### Placement density heat map, run 1

14 x 14 tiles, from white (low) to dark blue (high), 0 to 100% covered.
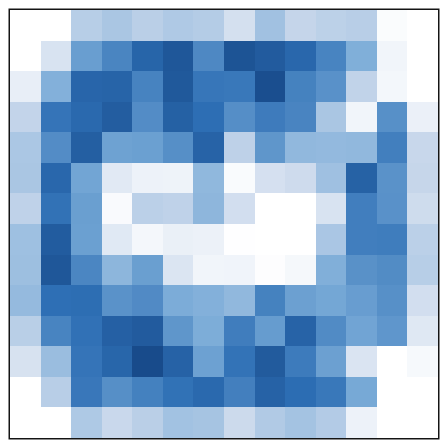
### Met1 routing, run 1

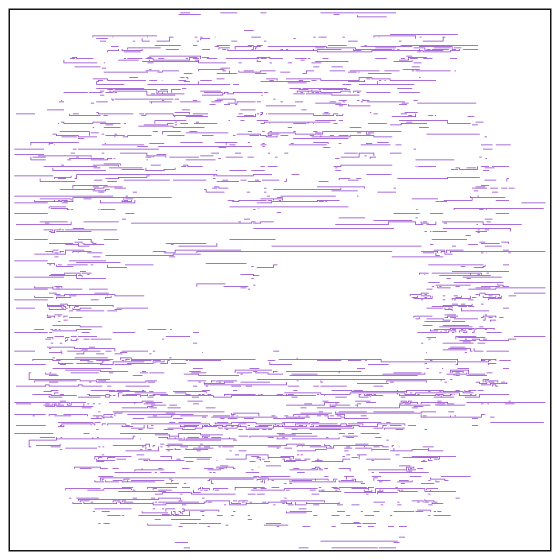
### Placement view, run 1

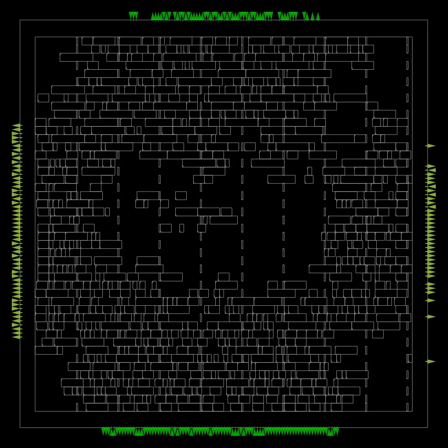
### Gate-type map, run 1

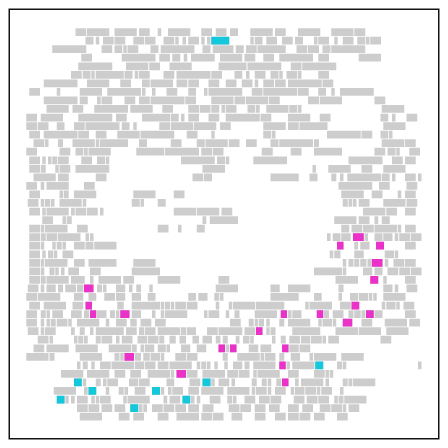
$ cat config.mk
export PLATFORM = sky130hd
export DESIGN_NAME = if_fetch_stage
export DESIGN_NICKNAME = d
export VERILOG_FILES = /design/src/rtl/if_fetch_stage.sv
export SDC_FILE = /design/constraint.sdc
export NUM_CORES = 1
export LEC_CHECK = 0
export ABC_CLOCK_PERIOD_IN_PS = 4750
export CORE_MARGIN = 5
export CORE_UTILIZATION = 35
export DETAILED_ROUTE_END_ITERATION = 16
export PLACE_DENSITY = 0.79
export SYNTH_ARGS = -nofsm -noshare
export SYNTH_HDL_FRONTEND = slang
export SYNTH_SLANG_ARGS = --single-unit
$ cat constraint.sdc
create_clock -name clk -period 4.75 [get_ports clk]
set_input_delay 1.1875 -clock clk [delete_from_list [all_inputs] [get_ports clk]]
set_output_delay 1.1875 -clock clk [all_outputs]
set_load 0.05 [all_outputs]
$ cat src/rtl/if_fetch_stage.sv
// Instruction-fetch stage: owns the PC, issues imem requests, absorbs imem
// wait states through a one-entry holding buffer and loads the IF/ID register.
// Optional build macro: ALIGN_CHECK_EN adds misaligned-fetch detection, the
// EXC_VECTOR parameter and the D_ExcAdEL output.
module if_fetch_stage #(
  parameter logic [31:0] RESET_PC   = 32'h0000_3000
`ifdef ALIGN_CHECK_EN
  ,
  parameter logic [31:0] EXC_VECTOR = 32'h0000_4180
`endif
) (
  input  logic        clk,
  input  logic        reset,
  input  logic [31:0] NPC,
  input  logic        Stall,
  input  logic [31:0] imem_rdata,
  input  logic        imem_ready,
  output logic        imem_req,
  output logic [31:0] imem_addr,
  output logic [31:0] F_PC,
  output logic [31:0] F_PCplus4,
  output logic        F_Busy,
  output logic [31:0] D_Instr,
  output logic [31:0] D_PCplus4,
  output logic        D_Valid
`ifdef ALIGN_CHECK_EN
  ,
  output logic        D_ExcAdEL
`endif
);

  typedef enum logic {
    S_REQ  = 1'b0,
    S_HOLD = 1'b1
  } state_t;

  state_t      state;
  logic [31:0] pc;
  logic [31:0] buf_instr;
  logic [31:0] pc_plus4;
  logic [31:0] instr;
  logic [31:0] next_pc;
  logic        misalign;
  logic        avail;
  logic        advance;
  logic        capture;

  assign pc_plus4 = pc + 32'd4;

`ifdef ALIGN_CHECK_EN
  // A misaligned PC never reaches imem; it resolves locally as an exception.
  assign misalign = (state == S_REQ) && (pc[1:0] != 2'b00);
  assign next_pc  = misalign ? EXC_VECTOR : NPC;
`else
  assign misalign = 1'b0;
  assign next_pc  = NPC;
`endif

  assign avail   = (state == S_HOLD) || (imem_ready || misalign);
  assign advance = avail && !Stall;
  // imem delivered while D is frozen: park the word so the request can drop.
  assign capture = (state == S_REQ) && imem_ready && Stall && !misalign;
  assign instr   = misalign ? 32'h0 : ((state == S_HOLD) ? buf_instr : imem_rdata);

  assign imem_req  = !reset && (state == S_REQ) && !misalign;
  assign imem_addr = {pc[31:2], 2'b00};
  assign F_PC      = pc;
  assign F_PCplus4 = pc_plus4;
  assign F_Busy    = (state == S_REQ) && !imem_ready && !misalign;

  // ---- F -> D boundary: PC, fetch state and IF/ID register ----
  always_ff @(posedge clk) begin
    if (reset) begin
      state     <= S_REQ;
      pc        <= RESET_PC;
      D_Instr   <= 32'h0;
      D_PCplus4 <= 32'h0;
      D_Valid   <= 1'b0;
`ifdef ALIGN_CHECK_EN
      D_ExcAdEL <= 1'b0;
`endif
    end else if (advance) begin
      state     <= S_REQ;
      pc        <= next_pc;
      D_Instr   <= instr;
      D_PCplus4 <= pc_plus4;
      D_Valid   <= 1'b1;
`ifdef ALIGN_CHECK_EN
      D_ExcAdEL <= misalign;
`endif
    end else if (capture) begin
      state <= S_HOLD;
    end
  end

  // Holding buffer is pure data; its validity is carried by state == S_HOLD.
  always_ff @(posedge clk) begin
    if (!reset && capture) begin
      buf_instr <= imem_rdata;
    end
  end

endmodule

==> Changelog: implementation, run 1 <==
### Implementation results

- Status: completed
- Die area: 0.0186 mm^2
- Max-cap viol count: 0
- Clk pwr share: 37.3%
- Tool warning count: 26
- Worst Setup EP: F_PCplus4[30]
- Port Buffer Count: 228
- Final hold viol count: 0
- Sequential share of power: 40.3%
- Layout overhead on the synthesized area: 49.2%
- Post-CTS resize count: 0
- Logic pwr share: 22.4%
- Ys Warns: 0
- Clock Tree Root: clkbuf_16
- Switching part of the total: 32.0%
- DRC violations left: 0
- Top FF cell, synth: dfxtp_1
- CTS tree: done
- Fin Clk Skew: 0.00915 ns
- Initial DRC count: 224
- Syn avg cell area: 9.40 um^2
- Max rail drop VDD: 0.221 mV
- Origin of the critical flop-to-flop path: state$_SDFFE_PP0P_
- Layout Nets: 841
- Post-CTS Hold Buffers: 0
- Crit path max fanout: 9
- TNS Setup: 0 ns
- Post-route minimum period: 4.41 ns
- Critical Setup Path Class: flop to output port
- Vias in the first global route: 4,640
- Worst Path Required: 3.56 ns
- Pins over their slew limit: 0
- N_diodes: 0
- Clock sink count: 130
- Pre-CTS setup slack: 0.813 ns
- Final hold slack: 0.458 ns
- Num ports: 231
- Layout cell share with drive strength beyond 1: 5.10%
- Initial antenna violation count: 0
- Site row count: 46
- Pwr Density: 372 mW/mm^2
- Yosys stat chip area: 0.00558 mm^2
- Top cells by count, synth: dfxtp_1 (98), nand2_1 (91), nor2_1 (80), a211oi_1 (37), buf_4 (36)
- Slew @ Worst Pin: 0.804 ns
- R2R Path End: D_Instr[21]$_SDFFE_PP0P_
- Critical path arrival: 3.22 ns
- GPL Wtd Cong: 0.816
- Placed cell areas: 0.00780 mm^2
- Die Ht: 136 um
- Yosys Instances: 593
- Critical path origin: F_PC[2]$_SDFFE_PP0P_
- HPWL after DPL: 12,100 um
- Most frequent cells in the layout: clkdlybuf4s50_1 (227), dfxtp_1 (97), nand2_1 (91)
- Crit end category: output port
- Global route overflow: 0
- DR vias/cell: 4.87
- Leakage power: 2.93 nW
- Startpoint types: flop
- Worst setup margin: 0.345 ns
- Synth Register Bits: 130
- MI comb area: 0.00225 mm^2
- Fraction of registers with async set or reset after synthesis: 0%
- Clk pin slew, worst setup/hold paths: 0.06 ns
- Pint: 2.11 mW
- Max Fclk: 227 MHz
- First-pass GRT wire length: 25,800 um
- Synthesized cell area: 0.00558 mm^2
- # fillers: 1,462
Notes on 'Placement density heat map' above:
mean over tiles	43%
emptiest ninth of the die	middle
fullest tile	89%
Core ar.: 0.0158 mm^2
final core utilization: 52.8%
FP Core Util: 35.4%

Notes on 'Met1 routing' above:
nets with wire on the layer	752
share of all routed wire	41%
drt total wl: 16,900 um
Via Count: 4,876
grt met1 use: 21.2%

Notes on 'Placement view' above:
Flops: 130
Tapcells: 216
Seq area share: 35.1%

Notes on 'Gate-type map' above:
family	color	cells
and/or cells	magenta	22
non-inverting ao/oa cells	cyan	9
most frequent logic cell in the layout: clkdlybuf4s50_1
non-filler instance count after layout: 1,001
Comb/total area: 27.0%

## run 1: worst min-delay path by stage
| stage | start | slack [ns] | endpoint | cells past startpoint |
|---|---|---|---|---|
| 2_1_floorplan | buf_instr[31]$_DFFE_PP_ | 0.59 | D_Instr[31]$_SDFFE_PP0P_ | 2 |
| 3_5_place_dp | D_PCplus4[3]$_SDFFE_PP0P_ | 0.46 | D_PCplus4[3]$_SDFFE_PP0P_ | 2 |
| 3_3_place_gp | D_PCplus4[1]$_SDFFE_PP0P_ | 0.44 | D_PCplus4[1]$_SDFFE_PP0P_ | 2 |
| 4_1_cts | D_PCplus4[3]$_SDFFE_PP0P_ | 0.46 | D_PCplus4[3]$_SDFFE_PP0P_ | 2 |
| 5_1_grt | D_PCplus4[0]$_SDFFE_PP0P_ | 0.49 | D_PCplus4[0]$_SDFFE_PP0P_ | 2 |
| 6_report | D_PCplus4[3]$_SDFFE_PP0P_ | 0.46 | D_PCplus4[3]$_SDFFE_PP0P_ | 2 |
## run 1: through the flow
step | std cells | power, mW | utilization, %
after global routing | 1001 | 3.23 | 52.8
after CTS | 1001 | 3.14 | 52.8
final | 1001 | 3.10 | 52.8
after global placement | 969 | 1.96 | 49.4
after detailed placement | 969 | 1.97 | 49.4
after floorplan | 594 | 1.72 | -
## run 1: state kept, by name, indices dropped and copies added (netlist names)
register	flops
D_Instr	32
D_Valid	1
state	1
buf_instr	32
F_PC	32
D_PCplus4	32
## run 1: power groups by stage
stage,Clock (mW),Combinational [mW],Sequential (mW)
finish,1.16,0.693,1.25
global route,1.24,0.725,1.26
detailed placement,0,0.697,1.27
CTS,1.19,0.699,1.25
floorplan,0,0.271,1.45
global placement,0,0.693,1.27
## run 1: metal layers
| layer | track usage, % | part of all wire [%] | up-vias |
|---|---|---|---|
| met4 | 8.62 | 3.3 | 0 |
| met1 | 21.2 | 41 | 2269 |
| li1 | - | - | 2410 |
| met5 | 0 | 0 | - |
| met2 | 29.6 | 49 | 162 |
| met3 | 5.48 | 6.0 | 35 |
## run 1: critical path: stages (launching register included)
cell and delay [ns]:
dfxtp_1 0.47, ha_1 0.26, and3_1 0.36, nand2_1 0.27, or4b_1 0.55, nand2_1 0.08, clkdlybuf4s50_1 0.81
## run 1: kinds of logic after synthesis
logic type	share of synthesized area, %
muxes	5.74
DFF	52.4
adders and majority gates	0.224
and+or+nand+nor	18.3
xor gates and xnor gates	2.51
other	0.0672
AOI/OAI and AO/OA	12.8
buffers and inverters	7.94
## run 1: area by class of cell
cell class              count  share of cell area, %
clock buffers              20                   5.25
clock inverters            12                   1.05
inverters                   5                  0.226
multi-input cells         384                   27.0
flip-flops and latches    130                   35.1
well taps                 216                   3.25
repair buffers            234                   28.1
--- run 2 (diff from run 1) ---
--- a/config.mk
+++ b/config.mk
@@ -5,11 +5,11 @@
 export SDC_FILE = /design/constraint.sdc
 export NUM_CORES = 1
 export LEC_CHECK = 0
-export ABC_CLOCK_PERIOD_IN_PS = 4750
+export ABC_CLOCK_PERIOD_IN_PS = 5250
 export CORE_MARGIN = 5
 export CORE_UTILIZATION = 35
 export DETAILED_ROUTE_END_ITERATION = 16
-export PLACE_DENSITY = 0.79
+export PLACE_DENSITY = 0.77
 export SYNTH_ARGS = -nofsm -noshare
 export SYNTH_HDL_FRONTEND = slang
 export SYNTH_SLANG_ARGS = --single-unit
==> constraint.sdc (replaced) <==
create_clock -name clk -period 5.25 [get_ports clk]
set_input_delay 1.3125 -clock clk [delete_from_list [all_inputs] [get_ports clk]]
set_output_delay 1.3125 -clock clk [all_outputs]
set_load 0.05 [all_outputs]
### Placement density heat map, run 2

14 x 14 tiles, from white (low) to dark blue (high), 0 to 100% covered.
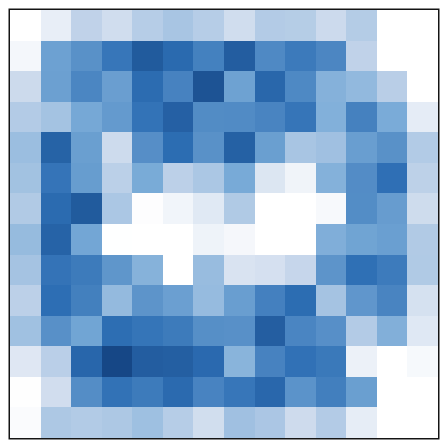
tiles over 75% full	12%
emptiest ninth of the die	middle
fullest tile	91%
nearly empty tiles	11%
mean over tiles	44%
final core utilization: 53.1%

### Met1 routing, run 2

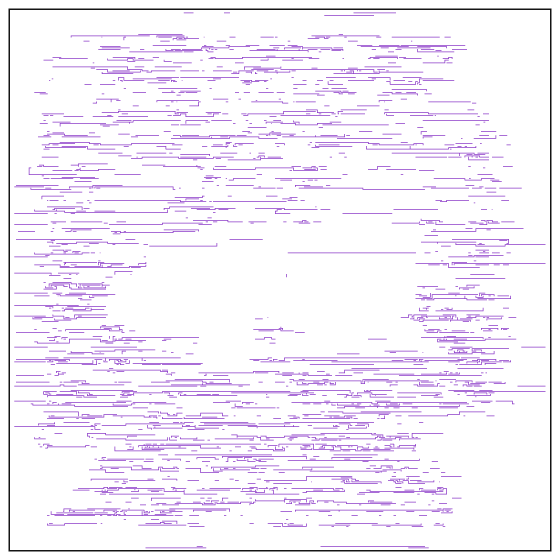
longest straight run	44.2 um
nets with wire on the layer	748
wire length on this layer	7,020 um
main direction	horizontal
share of all routed wire	42%
grt met1 use: 22.1%
drt total wl: 16,900 um
Via Count: 4,863

==> run 2 against run 1 <==
Against the previous run: synthesized cell count unchanged; critical path type unchanged; clock power about the same; final cell count about the same; power down 5.5%; register-to-register slack improved by 0.83 ns; count of clock-buffer cells in the layout shrank 1; via count fell by 0.27%; largest power group is now the clock network.
==> Changelog: implementation, run 2 <==
### Implementation results

- Die Ht: 136 um (unchanged)
- Critical Setup Path Class: flop to output port
- Port Buffer Count: 228 (unchanged)
- FP Core Util: 35.4% (unchanged)
- Global route overflow: 0 (unchanged)
- R2R Path End: D_PCplus4[8]$_SDFFE_PP0P_
- Startpoint types: flop
- Post-route minimum period: 4.57 ns
- TNS Setup: 0 ns (unchanged)
- Worst Setup EP: F_PCplus4[28]
- Top FF cell, synth: dfxtp_1
- # fillers: 1,484 (+1.5%)
- Routed wl met2: 8290 um (-0.78%)
- MI comb area: 0.00225 mm^2 (unchanged)
- Initial DRC count: 273 (+22%)
- DRC violations left: 0 (unchanged)
- Layout cell share with drive strength beyond 1: 5.10% (+0.0065 points)
- Met3 WL: 943 um (-6.3%)
- Clk pin slew, worst setup/hold paths: 0.06 ns (about the same)
- DR vias/cell: 4.86 (-0.17%)
- Vias in the first global route: 4,685 (+0.97%)
- N_diodes: 0 (unchanged)
- Top sig layer: met4
- Pwr Density: 349 mW/mm^2 (-6.1%)
- Syn avg cell area: 9.40 um^2 (unchanged)
- Status: completed
- Final hold viol count: 0 (unchanged)
- Die area: 0.0186 mm^2 (unchanged)
- Most frequent logic cell in the layout: clkdlybuf4s50_1
- Max Fclk: 219 MHz
- Placed Instances: 968 (-0.10%)
- Worst Path Required: 3.94 ns (+0.38 ns)
- Layout overhead on the synthesized area: 50.2%
- Critical path arrival: 3.25 ns (+0.03 ns)
- Tool warning count: 26 (unchanged)
- Synth Register Bits: 130 (unchanged)
- Max rail drop VDD: 0.193 mV (-12%)
- Fin Clk Skew: 0.00913 ns (-0.0000159 ns)
- Leakage power: 2.97 nW (+1.1%)
- Post-CTS Hold Buffers: 0 (unchanged)
- Most frequent cells in the layout: clkdlybuf4s50_1 (227), dfxtp_1 (97), nand2_1 (91)
- Num ports: 231 (unchanged)
- Core ar.: 0.0158 mm^2 (unchanged)
- Clock sink count: 130 (unchanged)
- CTS tree: done
- Yosys stat chip area: 0.00558 mm^2 (unchanged)
- Origin of the critical flop-to-flop path: state$_SDFFE_PP0P_
- Fraction of registers with async set or reset after synthesis: 0% (unchanged)
- HPWL after DPL: 11,900 um (-1.1%)
- Max-cap viol count: 0 (unchanged)
- Crit end category: output port
- Initial antenna violation count: 0 (unchanged)
- Crit path max fanout: 9 (unchanged)
- M1 WL: 7020 um (+0.66%)
- Yosys Instances: 593 (unchanged)
- Clock Tree Root: clkbuf_16
- Top cells by count, synth: dfxtp_1 (98), nand2_1 (91), nor2_1 (80), a211oi_1 (37), buf_4 (36)
- Critical path origin: F_PC[2]$_SDFFE_PP0P_
- Slew @ Worst Pin: 1.02 ns (+0.220 ns)
- Pins over their slew limit: 0 (unchanged)
- Post-CTS resize count: 0 (unchanged)
- GPL Wtd Cong: 0.812 (-0.45%)
### Placement view, run 2

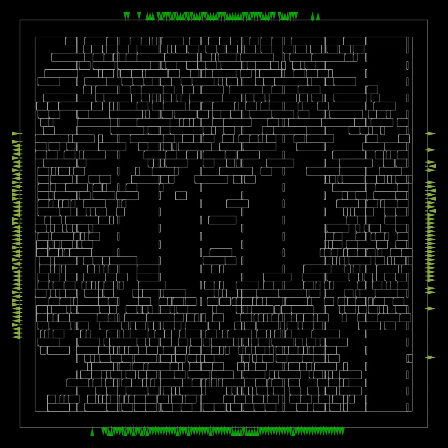
site row count: 46
non-filler instance count after layout: 1,000
Seq area share: 34.9%

## run 2: cell counts after synthesis
Identical to the previous run, type by type.
## run 2: kinds of logic after synthesis
family / after synthesis / synth area share (%)
and+or+nand+nor: 227 / 18.3
DFF: 130 / 52.4
AOI/OAI and AO/OA: 106 / 12.8
buffers and inverters: 80 / 7.94
muxes: 32 / 5.74
xor gates and xnor gates: 16 / 2.51
adders and majority gates: 1 / 0.224
other: 1 / 0.0672
## run 2: worst max-delay path, cell delays in order (launching register included)
cell	delay [ns]
dfxtp_1	0.49
ha_1	0.26
and3_1	0.37
nand2_1	0.26
or3_1	0.45
xnor2_1	0.17
clkdlybuf4s50_1	0.83
## run 2: report_power, final
part / switching [mW] / leakage [nW] / total [mW] / internal (mW)
combinational: 0.406 / 1.58 / 0.625 / 0.219
sequential: 0.0474 / 1.10 / 1.13 / 1.08
clock: 0.463 / 0.282 / 1.17 / 0.708
## run 2: area by class of cell
class,instances,share of cell area [%]
multi-input combinational,384,26.8
inverter,5,0.224
clock inverter,13,1.82
timing repair buffer,233,27.8
clock buffer,19,5.17
tap,216,3.23
sequential,130,34.9
## run 2: worst min-delay path by stage
stage | startpoint | to | slack (ns) | depth (start not counted)
after floorplan | buf_instr[31]$_DFFE_PP_ | D_Instr[31]$_SDFFE_PP0P_ | 0.59 | 2
after global placement | D_PCplus4[3]$_SDFFE_PP0P_ | D_PCplus4[3]$_SDFFE_PP0P_ | 0.44 | 2
after detailed placement | D_PCplus4[0]$_SDFFE_PP0P_ | D_PCplus4[0]$_SDFFE_PP0P_ | 0.45 | 2
after CTS | D_PCplus4[0]$_SDFFE_PP0P_ | D_PCplus4[0]$_SDFFE_PP0P_ | 0.46 | 2
after global routing | D_PCplus4[1]$_SDFFE_PP0P_ | D_PCplus4[1]$_SDFFE_PP0P_ | 0.49 | 2
final | D_PCplus4[0]$_SDFFE_PP0P_ | D_PCplus4[0]$_SDFFE_PP0P_ | 0.45 | 2
## run 2: routing by layer
metal / track usage (%) / up-vias
met5: 0 / -
met4: 8.90 / 0
met3: 4.85 / 38
met2: 29.6 / 137
met1: 22.1 / 2271
li1: - / 2417
## run 2: through the flow
stage | power [mW] | hold slack, ns | setup slack [ns] | cell area [um^2]
after global placement | 1.77 | 0.441 | 1.15 | 7790
after floorplan | 1.55 | 0.588 | 0.0873 | 5580
final | 2.93 | 0.454 | 0.684 | 8380
after CTS | 2.96 | 0.457 | 0.671 | 8380
after global routing | 3.04 | 0.492 | 0.505 | 8380
after detailed placement | 1.78 | 0.449 | 1.09 | 7790
Power is estimated from default activity; no workload was simulated.
